==> src/rtl/mips_cpu_regfile_arbiter.sv <==
// Register-file write-port arbiter: round-robin between ALU/link and load-return writebacks,
// with a pending-load scoreboard that blocks WAW-hazard ALU writes and stalls decode.
module mips_cpu_regfile_arbiter (
    input  logic        clk,
    input  logic        reset,
    input  logic        alu_req_i,
    input  logic [4:0]  alu_reg_i,
    input  logic [31:0] alu_data_i,
    output logic        alu_ack_o,
    input  logic        mem_req_i,
    input  logic [4:0]  mem_reg_i,
    input  logic [31:0] mem_data_i,
    input  logic        mem_or_i,
    output logic        mem_ack_o,
    input  logic        ld_issue_i,
    input  logic [4:0]  ld_reg_i,
    input  logic [4:0]  rd1_reg_i,
    input  logic [4:0]  rd2_reg_i,
    output logic        stall_o,
    output logic        write_enable_o,
    output logic [4:0]  write_reg_o,
    output logic [31:0] write_data_o,
    output logic        orwrite_o,
    output logic [31:0] pending_o
);

    typedef enum logic {GrantAlu, GrantMem} grant_e;

    grant_e      last_q, last_d;
    logic [31:0] pending_q, pending_d;
    logic        we_q, we_d;
    logic [4:0]  wreg_q, wreg_d;
    logic [31:0] wdata_q, wdata_d;
    logic        wor_q, wor_d;

    logic alu_elig;
    logic alu_gnt;
    logic mem_gnt;

    // pending_q[0] is held at zero, so register 0 never blocks or stalls.
    assign alu_elig = alu_req_i & ~pending_q[alu_reg_i];

    always_comb begin
        alu_gnt = 1'b0;
        mem_gnt = 1'b0;
        if (!reset) begin
            if (alu_elig && mem_req_i) begin
                mem_gnt = (last_q == GrantAlu);
                alu_gnt = (last_q == GrantMem);
            end else begin
                alu_gnt = alu_elig;
                mem_gnt = mem_req_i;
            end
        end
    end

    assign alu_ack_o = alu_gnt;
    assign mem_ack_o = mem_gnt;
    assign stall_o   = pending_q[rd1_reg_i] | pending_q[rd2_reg_i];

    always_comb begin
        last_d    = last_q;
        pending_d = pending_q;
        we_d      = 1'b0;
        wreg_d    = wreg_q;
        wdata_d   = wdata_q;
        wor_d     = wor_q;
        if (mem_gnt) begin
            last_d               = GrantMem;
            pending_d[mem_reg_i] = 1'b0;
            we_d                 = (mem_reg_i != 5'd0);
            wreg_d               = mem_reg_i;
            wdata_d              = mem_data_i;
            wor_d                = mem_or_i;
        end else if (alu_gnt) begin
            last_d  = GrantAlu;
            we_d    = (alu_reg_i != 5'd0);
            wreg_d  = alu_reg_i;
            wdata_d = alu_data_i;
            wor_d   = 1'b0;
        end
        // Set after clear so a same-cycle issue and return leaves the bit set.
        if (ld_issue_i) begin
            pending_d[ld_reg_i] = 1'b1;
        end
        pending_d[0] = 1'b0;
    end

    always_ff @(posedge clk) begin
        if (reset) begin
            last_q    <= GrantAlu;
            pending_q <= '0;
            we_q      <= 1'b0;
            wreg_q    <= '0;
            wdata_q   <= '0;
            wor_q     <= 1'b0;
        end else begin
            last_q    <= last_d;
            pending_q <= pending_d;
            we_q      <= we_d;
            wreg_q    <= wreg_d;
            wdata_q   <= wdata_d;
            wor_q     <= wor_d;
        end
    end

    assign write_enable_o = we_q;
    assign write_reg_o    = wreg_q;
    assign write_data_o   = wdata_q;
    assign orwrite_o      = wor_q;
    assign pending_o      = pending_q;

endmodule

==> config.mk <==
export PLATFORM = sky130hd
export DESIGN_NAME = mips_cpu_regfile_arbiter
export DESIGN_NICKNAME = d
export VERILOG_FILES = /design/src/rtl/mips_cpu_regfile_arbiter.sv
export SDC_FILE = /design/constraint.sdc
export NUM_CORES = 1
export LEC_CHECK = 0
export ABC_CLOCK_PERIOD_IN_PS = 2850
export CAP_MARGIN = 20
export CORE_MARGIN = 2
export CORE_UTILIZATION = 43
export DETAILED_ROUTE_END_ITERATION = 12
export GPL_TIMING_DRIVEN = 0
export PLACE_DENSITY = 0.8
export REMOVE_ABC_BUFFERS = 1
export SETUP_SLACK_MARGIN = 0.1
export SLEW_MARGIN = 20
export SYNTH_ARGS = -nofsm -noshare
export SYNTH_HDL_FRONTEND = slang
export SYNTH_SLANG_ARGS = --single-unit
==> constraint.sdc <==
create_clock -name clk -period 2.85 [get_ports clk]
set_input_delay 0.57 -clock clk [delete_from_list [all_inputs] [get_ports clk]]
set_output_delay 0.57 -clock clk [all_outputs]
set_load 0.05 [all_outputs]
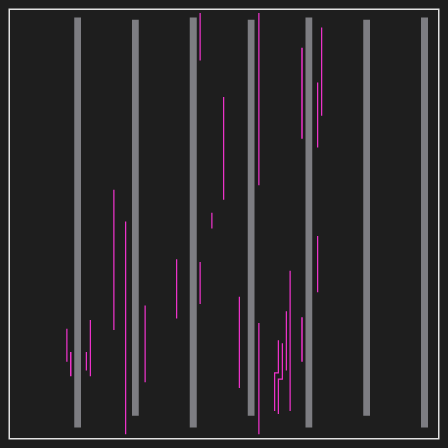
run_1/met4.png
Supply wires on this layer in gray.
The layer carries 438 µm of wire. The wires run mostly vertical. The layer holds 3.0% of the routed length.

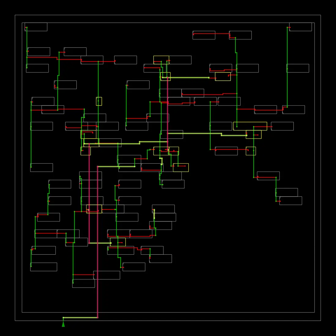
run_1/final_clocks.png
largest clock skew in the final design: 0.0118 ns
clk_lat worst skew: 0.35 ns
total number of sequential cells: 71
power drawn by the clock network: 0.809 mW
clock sink total: 71

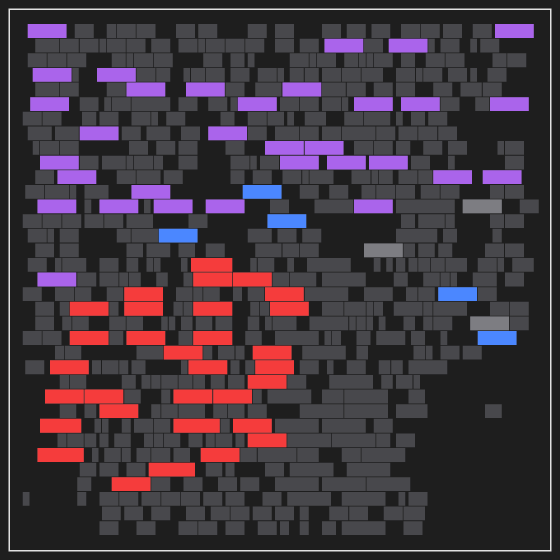
run_1/registers.png
Other sequential cells in the stronger gray, the rest of the logic in the fainter gray.
`pending_o`: drawn in red, sequential cells 31. `write_reg_o`: drawn in blue, sequential cells 5. `write_data_o`: drawn in purple, sequential cells 32.
Another 3 sequential cells are not colored.
Core Util, Final: 0.658
FF+latch area: 0.00144 mm²
sequential power: 1.08 mW

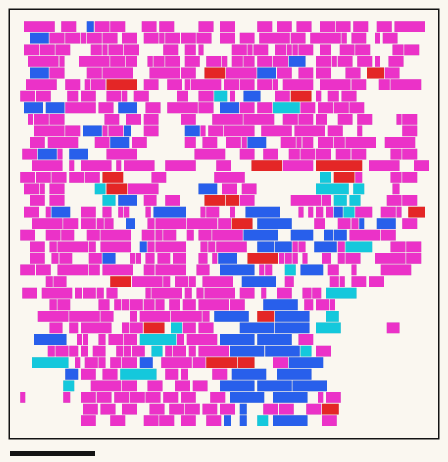
run_1/drive_strength.png
Bar = 20 µm.
drive 6 and up: drawn in red, cells 20, share 3.6%. drive 3 to 4: drawn in cyan, cells 23, share 4.2%. drive 2: drawn in blue, cells 64, share 12%. drive 1 or less: drawn in magenta, cells 443, share 81%.

[run 1: path summary, 6_finish.rpt]
| path | endpoint | depth (start not counted) | startpoint |
|---|---|---|---|
| worst min register to register | orwrite_o$_SDFFE_PP0P_ | 2 | orwrite_o$_SDFFE_PP0P_ |
| worst min-delay path | orwrite_o$_SDFFE_PP0P_ | 2 | orwrite_o$_SDFFE_PP0P_ |
| worst max-delay path | mem_ack_o | 8 | alu_reg_i[0] |
| worst max register to register | pending_o[25]$_SDFF_PP0_ | 8 | pending_o[5]$_SDFF_PP0_ |
[run 1: sequential cells by signal, summed over array words and instances, names as in the netlist]
name            count
write_data_o       32
pending_o          31
write_reg_o         5
last_q              1
orwrite_o           1
write_enable_o      1
[run 1: cells by family (layout without fill, tap and decap cells)]
logic type / after synthesis / count (layout) / synth area share
AND/OR/NAND/NOR: 87 / 87 / 0.105
other: 1 / 1 / 0.000937
buffers and inverters: 40 / 200 / 0.0594
multiplexers: 68 / 68 / 0.245
AND-OR/OR-AND: 119 / 123 / 0.234
flip-flops: 71 / 71 / 0.355
[run 1: synth_stat cells (11+ instances only)]
cell / count / area share
a211oi_1: 19 / 0.036
a211oi_2: 18 / 0.056
buf_2: 11 / 0.014
clkbuf_1: 12 / 0.011
dfxtp_1: 71 / 0.36
mux2i_1: 42 / 0.11
mux4_2: 21 / 0.12
nand2_1: 13 / 0.012
nor2_1: 42 / 0.039
o21ai_0: 21 / 0.026
o21ai_1: 15 / 0.019
o311ai_1: 31 / 0.068
[run 1: per-layer routing]
metal  up-vias  part of all wire  GRT usage
met4         0             0.030      0.134
met2       260              0.50      0.456
met5         -                 0          0
met1      1975              0.38      0.358
li1       1835                 -          -
met3        52             0.090     0.0791
[run 1: cell usage in the layout, fill, tap and decap left out, types with 2 or more instances in the layout]
cell / netlist / routed
a211oi_1: 19 / 19
a211oi_2: 18 / 17
a21oi_1: 5 / 5
a221o_2: 0 / 2
a221oi_2: 1 / 3
a22o_4: 0 / 2
buf_12: 2 / 4
buf_2: 11 / 4
buf_4: 5 / 10
buf_6: 3 / 5
clkbuf_8: 0 / 9
clkdlybuf4s50_1: 0 / 154
clkinv_4: 0 / 3
dfxtp_1: 71 / 66
dfxtp_2: 0 / 2
dfxtp_4: 0 / 3
inv_1: 4 / 3
mux2_2: 2 / 2
mux2i_1: 42 / 42
mux4_2: 21 / 23
nand2_1: 13 / 13
nand2b_1: 3 / 3
nand3_1: 3 / 3
nand3b_1: 8 / 8
nor2_1: 42 / 41
nor2b_1: 4 / 4
o21ai_0: 21 / 21
o21ai_1: 15 / 15
o311ai_1: 31 / 31
or2_2: 2 / 2
or3_1: 4 / 4
or3b_2: 3 / 3
[run 1: report_power, final]
part	internal, mW	switching (mW)
Combinational	0.330	0.449
Sequential	1.04	0.0374
Clock	0.405	0.403
Total	1.78	0.889
[run 1: area by class of cell]
type	instances	area, µm²	share of cell area
well taps	111	139	0.0230
clock buffers	9	124	0.0206
clock inverters	6	70.1	0.0116
repair buffers	179	1790	0.297
multi-input cells	279	2440	0.405
flip-flops and latches	71	1440	0.238
repair inverters	1	5.00	0.000831
inverters	5	22.5	0.00374
==> PnR_summary.wiki, run 1 <==
== Flow metrics ==
{| class="wikitable"
! Metric !! Value
|-
| Fin crit period || 2.75 ns
|-
| Crit path arrival time || 2.18 ns
|-
| Path type of the worst setup path || in -> out
|-
| Pin count of the biggest net entering global routing || 53
|-
| Primary flip-flop cell chosen by synthesis mapping || dfxtp_1
|-
| Total number of H-tree levels || 3
|-
| Final hold violations || 0
|-
| Average detailed-routed wire length per instance || 22.1 µm
|-
| GRT Resource Usage Total || 0.285
|-
| Total cell area reported by yosys after synthesis || 0.00400 mm²
|-
| Worst supply voltage drop on vdd || 0.000370 V
|-
| Number of cells in the yosys synthesis report || 386
|-
| Measured slew at the worst slew-check pin || 0.668 ns
|-
| Data required time of the critical path || 2.28 ns
|-
| Core area || 0.00915 mm²
|-
| Vias per Instance || 6.24
|-
| Worst path slowest cell || a221o_4
|-
| Fill cells || 739
|-
| Clock-pin slew on the worst setup and hold paths || 0.07 ns
|-
| Number of setup buffers added after CTS || 10
|-
| Headroom to the max-slew limit || 0.552
|-
| Number of detailed-routing iterations run before antenna repair || 5
|-
| Clock tree from TritonCTS || yes
|-
| Endpoint type of the worst setup path || primary output
|-
| Area of the chip || 0.0101 mm²
|-
| IO Port Bufs || 167
|-
| Critical Path Start Type || input pin
|-
| Fraction of layout instances using a drive strength above 1 || 0.195
|-
| Global-route wire length before repair || 22200 µm
|-
| Area grow syn2layout || 50.6%
|-
| Largest delay share family, worst path || AND-OR/OR-AND gates
|-
| TritonCTS Buffers || 9
|-
| Number of max-capacitance violations reported || 0
|-
| CP peak stage delay || 0.43 ns
|-
| Final standard cell area without fillers || 0.00603 mm²
|-
| Area of placed instances || 0.00565 mm²
|-
| Final global-route overflow total || 0
|-
| Post-route DRC || 0
|-
| I/O pin total || 169
|-
| Worst Hold Margin || 0.487 ns
|-
| Quantity of gates resized following cts || 78
|-
| Antenna violations before repair || 0
|-
| Cell type with the highest occurrence count on the critical path || buf_12
|-
| Result of the run || finished, final reports clean
|-
| Post-Layout Cell Count || 661
|-
| Std cell rows || 35
|-
| Unrepaired setup endpoints after global routing || true
|-
| Class of the tightest hold or removal check || reg -> reg
|-
| Distinct cell type count of the synthesized netlist || 41
|-
| Static power due to leakage || 2.06 nW
|-
| Number of instances in the synthesized netlist || 386
|-
| Buffer type at the clock tree root || clkbuf_8
|-
| Total count of max-transition violations in the final report || 0
|-
| Final cycle utilization of the critical path || 0.965
|-
| Number of DRC markers in iteration 0 || 310
|-
| Total power divided by cell area || 443 mW/mm²
|-
| Detailed-route wire length || 14600 µm
|-
| Top achievable clock speed || 363 MHz
|-
| Series of cell instances along the critical path || buf_12, buf_12, mux4_2, o21ai_1, o21a_1, a221o_4, inv_2, buf_6
|-
| Fin Setup TNS || 0 ns
|-
| Number of warnings in the stage logs || 27
|-
| Maximum root-to-sink buffer count || 2
|-
| Die W || 100 µm
|-
| Number of enable-type register cells in the synthesized netlist || 0
|}
==> run 2: changes to the inputs <==
CTS_CLUSTER_DIAMETER = 200   (was default)
==> run 2 against run 1 <==
  * Area after synthesis unchanged
  * Register-to-register slack about the same
  * Cell count unchanged
  * First-iteration DRC count is the same
  * Flip-flop count unchanged
  * Maximum frequency is the same
  * Via count stayed put
  * Setup slack is the same
  * Clock power about the same
  * Sequential share of layout area is the same
  * Critical path type unchanged
  * Largest cell class unchanged
  * Largest power group unchanged
  * Highest routed layer unchanged
==> PnR_summary.wiki, run 2 <==
== Flow metrics ==
{| class="wikitable"
! Metric !! Value
|-
| Clock-pin slew on the worst setup and hold paths || 0.07 ns
|-
| Total cell area reported by yosys after synthesis || 0.00400 mm²
|-
| Top achievable clock speed || 363 MHz
|-
| Met1 layer wirelength in the final routing || 5580 µm
|-
| Fin crit period || 2.75 ns
|-
| Leading cell types by total area after synthesis || dfxtp_1 (36%), mux4_2 (12%), mux2i_1 (11%), o311ai_1 (6.8%), a211oi_2 (5.6%)
|-
| Headroom to the max-slew limit || 0.552
|-
| Pin count of the biggest net entering global routing || 53
|-
| Primary flip-flop cell chosen by synthesis mapping || dfxtp_1
|-
| Total number of H-tree levels || 3
|-
| R2R Path End || pending_o[25]$_SDFF_PP0_
|-
| Launching point of the worst reg2reg path || pending_o[5]$_SDFF_PP0_
|-
| Final global-route overflow total || 0
|-
| I/O pin total || 169
|-
| Crit path arrival time || 2.18 ns
|-
| Buffer type at the clock tree root || clkbuf_8
|-
| Number of flip-flops in the largest register || 32
|-
| Class of the tightest hold or removal check || reg -> reg
|-
| Total power divided by cell area || 443 mW/mm²
|-
| Hold depth || 2
|-
| Data required time of the critical path || 2.28 ns
|-
| Share of the synthesized area in the top cell type || 0.355
|-
| Core Util, Final || 0.658
|-
| Metal3 WL || 1320 µm
|-
| Number of cells in the yosys synthesis report || 386
|-
| Number of warnings in the stage logs || 27
|-
| Path type of the worst setup path || in -> out
|-
| Global-route wire length before repair || 22200 µm
|-
| Largest clock skew in the final design || 0.0118 ns
|-
| Number of max-capacitance violations reported || 0
|-
| Reg2reg path depth || 8
|-
| Antenna diode instance count || 0
|-
| Die W || 100 µm
|-
| Hold Crit Start || orwrite_o$_SDFFE_PP0P_
|-
| Average detailed-routed wire length per instance || 22.1 µm
|-
| Wire length on met2 || 7250 µm
|-
| Endpoint type of the worst setup path || primary output
|-
| Post-Layout Cell Count || 661
|-
| Most instantiated logic cells after routing || clkdlybuf4s50_1 (154), dfxtp_1 (66), mux2i_1 (42)
|-
| Clk_lat worst skew || 0.35 ns
|-
| Dominant logic cell type in the layout || clkdlybuf4s50_1
|-
| Antenna violations before repair || 0
|-
| Clock tree from TritonCTS || yes
|-
| IO Port Bufs || 167
|-
| Unrepaired setup endpoints after global routing || true
|-
| Area of the chip || 0.0101 mm²
|-
| Number of instances in the synthesized netlist || 386
|-
| Largest area contributor in the netlist || dfxtp_1
|-
| Most common library cells after synthesis || dfxtp_1 (71), mux2i_1 (42), nor2_1 (42)
|-
| Number of detailed-routing iterations run before antenna repair || 5
|-
| Number of enable-type register cells in the synthesized netlist || 0
|-
| Distinct cell type count of the synthesized netlist || 41
|-
| Clock sink total || 71
|-
| Highest signal layer in the routed design || met4
|-
| Vias per Instance || 6.24
|-
| Result of the run || finished, final reports clean
|-
| Total count of max-transition violations in the final report || 0
|-
| Std cell rows || 35
|-
| Detailed-route wire length || 14600 µm
|-
| Core area || 0.00915 mm²
|-
| Final cycle utilization of the critical path || 0.965
|-
| Measured slew at the worst slew-check pin || 0.668 ns
|-
| Maximum root-to-sink buffer count || 2
|-
| Final hold violations || 0
|-
| Worst supply voltage drop on vdd || 0.000370 V
|-
| Most used standard cell by instance count after synthesis || dfxtp_1
|-
| Post-route DRC || 0
|-
| Number of DRC markers in iteration 0 || 310
|}
## run 2: cell counts in the layout (fill, tap and decap cells not counted)
No cell type changed its count.
## run 2: metrics by stage
stage          power (mW)  area, µm²
2_1_floorplan        1.50       3780
3_3_place_gp         1.83       5590
3_5_place_dp         1.84       5650
4_1_cts              2.68       5990
5_1_grt              2.77       6030
6_report             2.67       6030
## run 2: layout make-up
class / instances / area, µm²
multi-input combinational: 279 / 2440
inverter: 5 / 22.5
tap: 111 / 139
timing repair inverter: 1 / 5.00
clock inverter: 6 / 70.1
clock buffer: 9 / 124
fill: 739 / 3130
sequential: 71 / 1440
timing repair buffer: 179 / 1790
## run 2: cell families after synthesis
logic type	share of synthesized area
AOI/OAI and AO/OA	0.234
and+or+nand+nor	0.105
DFF	0.355
buffers and inverters	0.0594
other	0.000937
muxes	0.245
## run 2: where the power goes
part / internal [mW] / total [mW] / leakage, nW / switching (mW)
clock: 0.405 / 0.809 / 0.0996 / 0.403
combinational: 0.330 / 0.779 / 1.38 / 0.449
sequential: 1.04 / 1.08 / 0.584 / 0.0374
## run 2: timing repair
item | CTS | global route
endpoints found under the hold margin | 0 | 0
setup endpoints to repair | 74 | 20
buffers inserted | 10 | 0
resized | 78 | 11
gates cloned | 5 | 0
pin swaps | 5 | 3
## run 2: worst max-delay path, cell delays in order
cell	delay [ns]
buf_12	0.13
buf_12	0.13
mux4_2	0.33
o21ai_1	0.09
o21a_1	0.25
a221o_4	0.43
inv_2	0.10
buf_6	0.16
## run 2: worst max path at each step
stage	cells past startpoint	endpoint	from	slack, ns
2_1_floorplan	7	write_reg_o[4]$_SDFFE_PP0P_	alu_reg_i[0]	-1.96
3_3_place_gp	6	mem_ack_o	reset	-5.15
3_5_place_dp	6	alu_ack_o	alu_reg_i[0]	-2.06
4_1_cts	6	mem_ack_o	pending_o[28]$_SDFF_PP0_	0.09
5_1_grt	6	mem_ack_o	pending_o[10]$_SDFF_PP0_	0.05
6_report	8	mem_ack_o	alu_reg_i[0]	0.1
## run 2: layer usage
layer	global-route usage	up-vias
li1	-	1835
met1	0.358	1975
met2	0.456	260
met3	0.0791	52
met4	0.134	0
met5	0	-
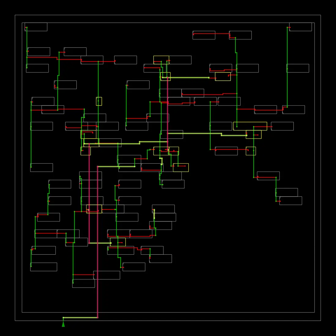
run_2/final_clocks.png
TritonCTS Buffers: 9
# clk buffers: 9

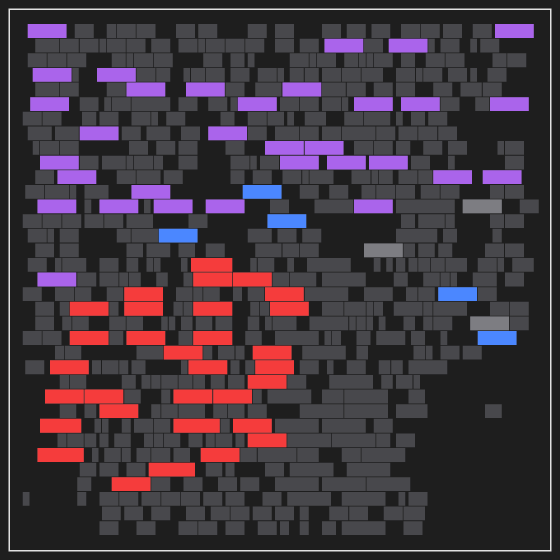
run_2/registers.png
Other sequential cells in the stronger gray, the rest of the logic in the fainter gray.
flop share of the area: 0.238

Power figures rest on the tool's default switching activity, not on a simulated workload.
